Fig. 1: signal wires on met2
Cells faint in the background.
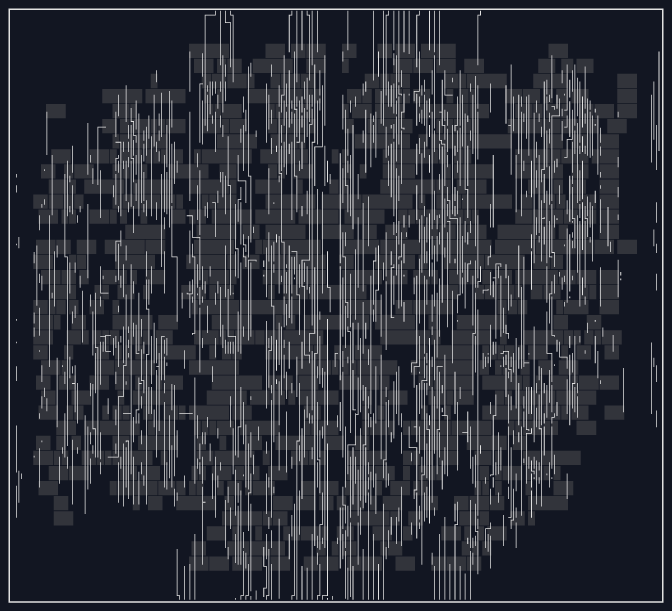
Fig. 2: placement view
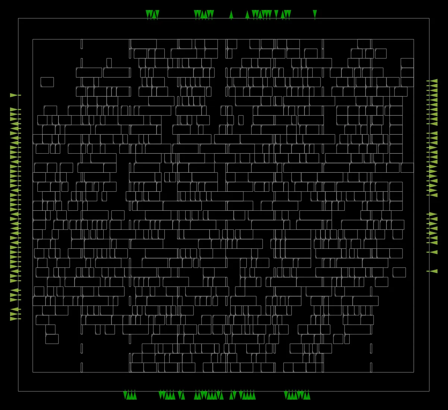
Fig. 3: clock network drawn from the DEF
The bar under the picture is 20 um long.
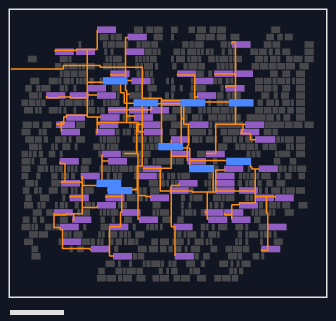
Fig. 4: placement by cell class
The bar under the picture is 20 um long.
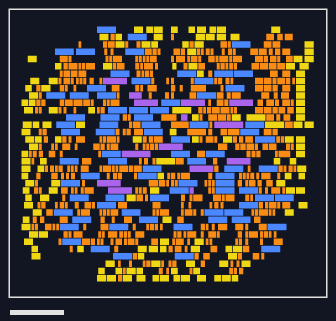
Design wb_port_arbiter, sky130hd; sources not shown.
==> tab_implementation.tex <==
% Table of physical implementation metrics
\begin{tabular}{lr}
\hline
Metric & Value \\
\hline
\multicolumn{2}{l}{\textbf{CTS}} \\
TritonCTS Buffers & 9 \\
Total of cells resized after clock tree synthesis & 0 \\
Post-CTS setup-driven buffer insertion count & 0 \\
CTS tree & built \\
Hold\_buf cts & 0 \\
CTS Sinks & 78 \\
Clock slew at reported path FFs & 0.06 ns \\
\multicolumn{2}{l}{\textbf{Logic synthesis}} \\
Net Count, Synth & 724 \\
Main logic family after synthesis & AND-OR/OR-AND gates \\
\# Cells Yosys & 630 \\
Cell count after synthesis & 630 \\
Async set or reset register ratio after synthesis & 0 \\
Post-synthesis instance area & 4649 sq um \\
Adders+Majority by Area & 0.002691 \\
Yosys warnings & 0 \\
Average footprint of a synthesized cell & 7.380 sq um \\
Complex-gate fraction of the synthesized area & 0.2390 \\
Mux cell area share after synthesis & 0.07966 \\
Synth Area in Simple Gates & 0.2180 \\
Post-synth tally of flip-flops with integrated enable & 0 \\
YS chip area & 4649 sq um \\
Number of storage elements in the synthesis netlist & 78 \\
Most used flip-flop cell & sky130\_fd\_sc\_hd\_\_dfxtp\_1 \\
Sequential cell area fraction in the yosys report & 0.3358 \\
Xor and xnor area share after synthesis & 0.06028 \\
Unique cell types & 35 \\
\multicolumn{2}{l}{\textbf{Timing}} \\
RSZ-0062 raised after global routing & no \\
Count of endpoints failing setup in the final report & 0 \\
Remaining max-slew budget at the tightest pin & 0.2413 \\
Final period demand of the worst path & 3.375 ns \\
Max Slew Vio Count & 0 \\
Final sum of negative setup slack & 0 ns \\
Fmax & 0.2963 GHz \\
Post-layout period usage & 0.9120 \\
Hold violation count in the final report & 0 \\
\multicolumn{2}{l}{\textbf{GRT}} \\
Maximum number of pins on one net before global-route repair & 67 \\
Antenna violations before repair & 0 \\
GRT Resource Usage Total & 0.2257 \\
Global-route wire length before repair & 23490 um \\
Number of global-route vias before repair & 4842 \\
\multicolumn{2}{l}{\textbf{Placed design}} \\
Detailed placement HPWL & 9769 um \\
Count of buffers from port buffering & 134 \\
Placed Cells & 845 \\
\multicolumn{2}{l}{\textbf{Critical path}} \\
Startpoint type of the worst setup path & input port \\
Top fanout value on the critical path & 29 \\
Data required time of the worst path & 3.13 ns \\
CP Class & input port to output pin \\
Reg2reg setup slack & 0.70 ns \\
Type of destination of the critical path & output pin \\
\multicolumn{2}{l}{\textbf{Job}} \\
Max-cap viol count & 0 \\
Log Warnings & 26 \\
\multicolumn{2}{l}{\textbf{Floorplan}} \\
Initial Utilization & 0.4480 \\
Number of placement rows & 35 \\
Vertical die dimension & 106.6 um \\
Number of top-level pins & 135 \\
Width of the die & 117.6 um \\
Die Footprint & 12540 sq um \\
\multicolumn{2}{l}{\textbf{Routing}} \\
DRC violation total after the first TritonRoute iteration & 346 \\
Antenna viol nets, final & 0 \\
First-pass iteration count of the detailed router & 5 \\
DRC violation count after routing & 0 \\
Wire per inst & 16.75 um \\
Post-detailed-route via-to-cell ratio & 5.558 \\
\multicolumn{2}{l}{\textbf{Outcome}} \\
Outcome & finished clean \\
\multicolumn{2}{l}{\textbf{Power}} \\
PwrDens & 413.1 nW/um\^{}2 \\
Standby leakage power & 2.082 nW \\
Worst vdd ir & 0.2365 mV \\
\multicolumn{2}{l}{\textbf{Layout}} \\
Area grow syn2layout & 33.29\% \\
Number of antenna diodes & 0 \\
Layout net count & 821 \\
Most frequent cells in the layout & 211 x sky130\_fd\_sc\_hd\_\_nand2\_1, 91 x sky130\_fd\_sc\_hd\_\_a21oi\_1, 91 x sky130\_fd\_sc\_hd\_\_clkdlybuf4s50\_1, 77 x sky130\_fd\_sc\_hd\_\_dfxtp\_1, 45 x sky130\_fd\_sc\_hd\_\_buf\_4 \\
\multicolumn{2}{l}{\textbf{Hold path}} \\
Cell depth of the worst hold path & 2 \\
Worst min path class & input port to flip-flop \\
\hline
\end{tabular}
-- Fig. 1 (at the start) --
wire length on this layer: 6840 um
share of all routed wire: 48%
vias after detailed routing: 4774
total detailed-routing wirelength: 14390 um
met2 usage: 0.3824

-- Fig. 2 (at the start) --
final standard cell utilization of the core: 0.5971
n_taps: 129
Seq cells: 78
Finished Layout Cells: 859

-- Fig. 3 (at the start) --
legend:
  flip-flops:
    colour: purple
    count: 78
  clock drivers:
    colour: blue
    count: 9
  clock wires:
    colour: orange
    length: 983 um
routed clock nets: 10
clock network power: 935 uW
proportion of power drawn by the clock network: 0.365
Clock Latency Late Sink: 0.32 ns

-- Fig. 4 (at the start) --
legend:
  flops:
    colour: blue
    cells: 78
    share_of_their_area: 26%
  clock drivers and dummy loads:
    colour: purple
    cells: 14
    share_of_their_area: 5.2%
  other buffers and delay cells:
    colour: yellow
    cells: 145
    share_of_their_area: 23%
  combinational and other logic:
    colour: orange
    cells: 493
    share_of_their_area: 46%
final instance area: 6197 sq um
Floorplan Core Area: 10380 sq um

==> final cells by class <==
type | instances | area (sq um)
Sequential cell | 78 | 1563
Clock inverter | 4 | 72.57
Inverter | 2 | 7.507
Fill cell | 934 | 4182
Multi-Input combinational cell | 491 | 2780
Clock buffer | 10 | 239.0
Timing Repair Buffer | 145 | 1374
Tap cell | 129 | 161.4
==> through the flow <==
stage | cell area, sq um | setup WS, ns | power [mW] | util | hold WS (ns)
finish | 6197 | 0.3255 | 2.560 | 0.5971 | 0.2299
global route | 6197 | 0.2023 | 2.658 | 0.5971 | 0.2401
CTS | 6215 | 0.4586 | 2.571 | 0.5988 | 0.2225
detailed placement | 5903 | 0.4594 | 1.640 | 0.5688 | 0.2463
global placement | 5903 | 0.5028 | 1.629 | 0.5688 | 0.2405
floorplan | 4649 | 0.5351 | 1.370 | - | 0.2357
==> where the power goes <==
group | switching, mW | total [mW] | internal (mW)
sequential | 0.0235 | 0.892 | 0.868
clock | 0.335 | 0.935 | 0.600
combinational | 0.455 | 0.733 | 0.278
total | 0.813 | 2.56 | 1.75
==> routing by layer <==
layer / track usage / part of all wire
met1: 0.2892 / 0.45
met2: 0.3824 / 0.48
met3: 0.06118 / 0.065
met4: 0.05021 / 0.0099
met5: 0 / 0
==> cells in the mapped netlist (2+ instances only) <==
master                     count  area [sq um]
sky130_fd_sc_hd__a211oi_1      2         15.01
sky130_fd_sc_hd__a21oi_1      88         440.4
sky130_fd_sc_hd__a21oi_2      30         262.8
sky130_fd_sc_hd__buf_1         2         7.510
sky130_fd_sc_hd__buf_2        15         75.07
sky130_fd_sc_hd__buf_6         7         78.83
sky130_fd_sc_hd__clkbuf_1     35         131.4
sky130_fd_sc_hd__dfxtp_1      78          1562
sky130_fd_sc_hd__inv_1         2         7.510
sky130_fd_sc_hd__mux2i_1      37         370.4
sky130_fd_sc_hd__nand2_1     211         792.0
sky130_fd_sc_hd__nand3_1       7         35.03
sky130_fd_sc_hd__nor2_1       14         52.55
sky130_fd_sc_hd__nor3_1        6         30.03
sky130_fd_sc_hd__nor4_1        6         37.54
sky130_fd_sc_hd__o211ai_1     31         232.7
sky130_fd_sc_hd__o21ai_0       6         30.03
sky130_fd_sc_hd__o21ai_4       2         32.53
sky130_fd_sc_hd__o31ai_1       2         15.01
sky130_fd_sc_hd__or4_1         4         30.03
sky130_fd_sc_hd__xnor2_1      19         166.4
sky130_fd_sc_hd__xor2_1       13         113.9
==> kinds of logic after synthesis <==
kind of cell,after synthesis
simple gates,252
compound gates,169
flops,78
buf+inv,61
mux,37
xor+xnor,32
fa+ha+maj,1
==> critical path, stage by stage <==
cell and delay [ns]:
sky130_fd_sc_hd__dlygate4sd3_1 0.56, sky130_fd_sc_hd__or4_1 0.60, sky130_fd_sc_hd__o21ai_4 0.19, sky130_fd_sc_hd__buf_4 0.38, sky130_fd_sc_hd__o21ai_0 0.16, sky130_fd_sc_hd__a21oi_1 0.24, sky130_fd_sc_hd__nor3_1 0.08, sky130_fd_sc_hd__buf_4 0.23
No activity file was given, so power comes from the tool's default toggle rates.
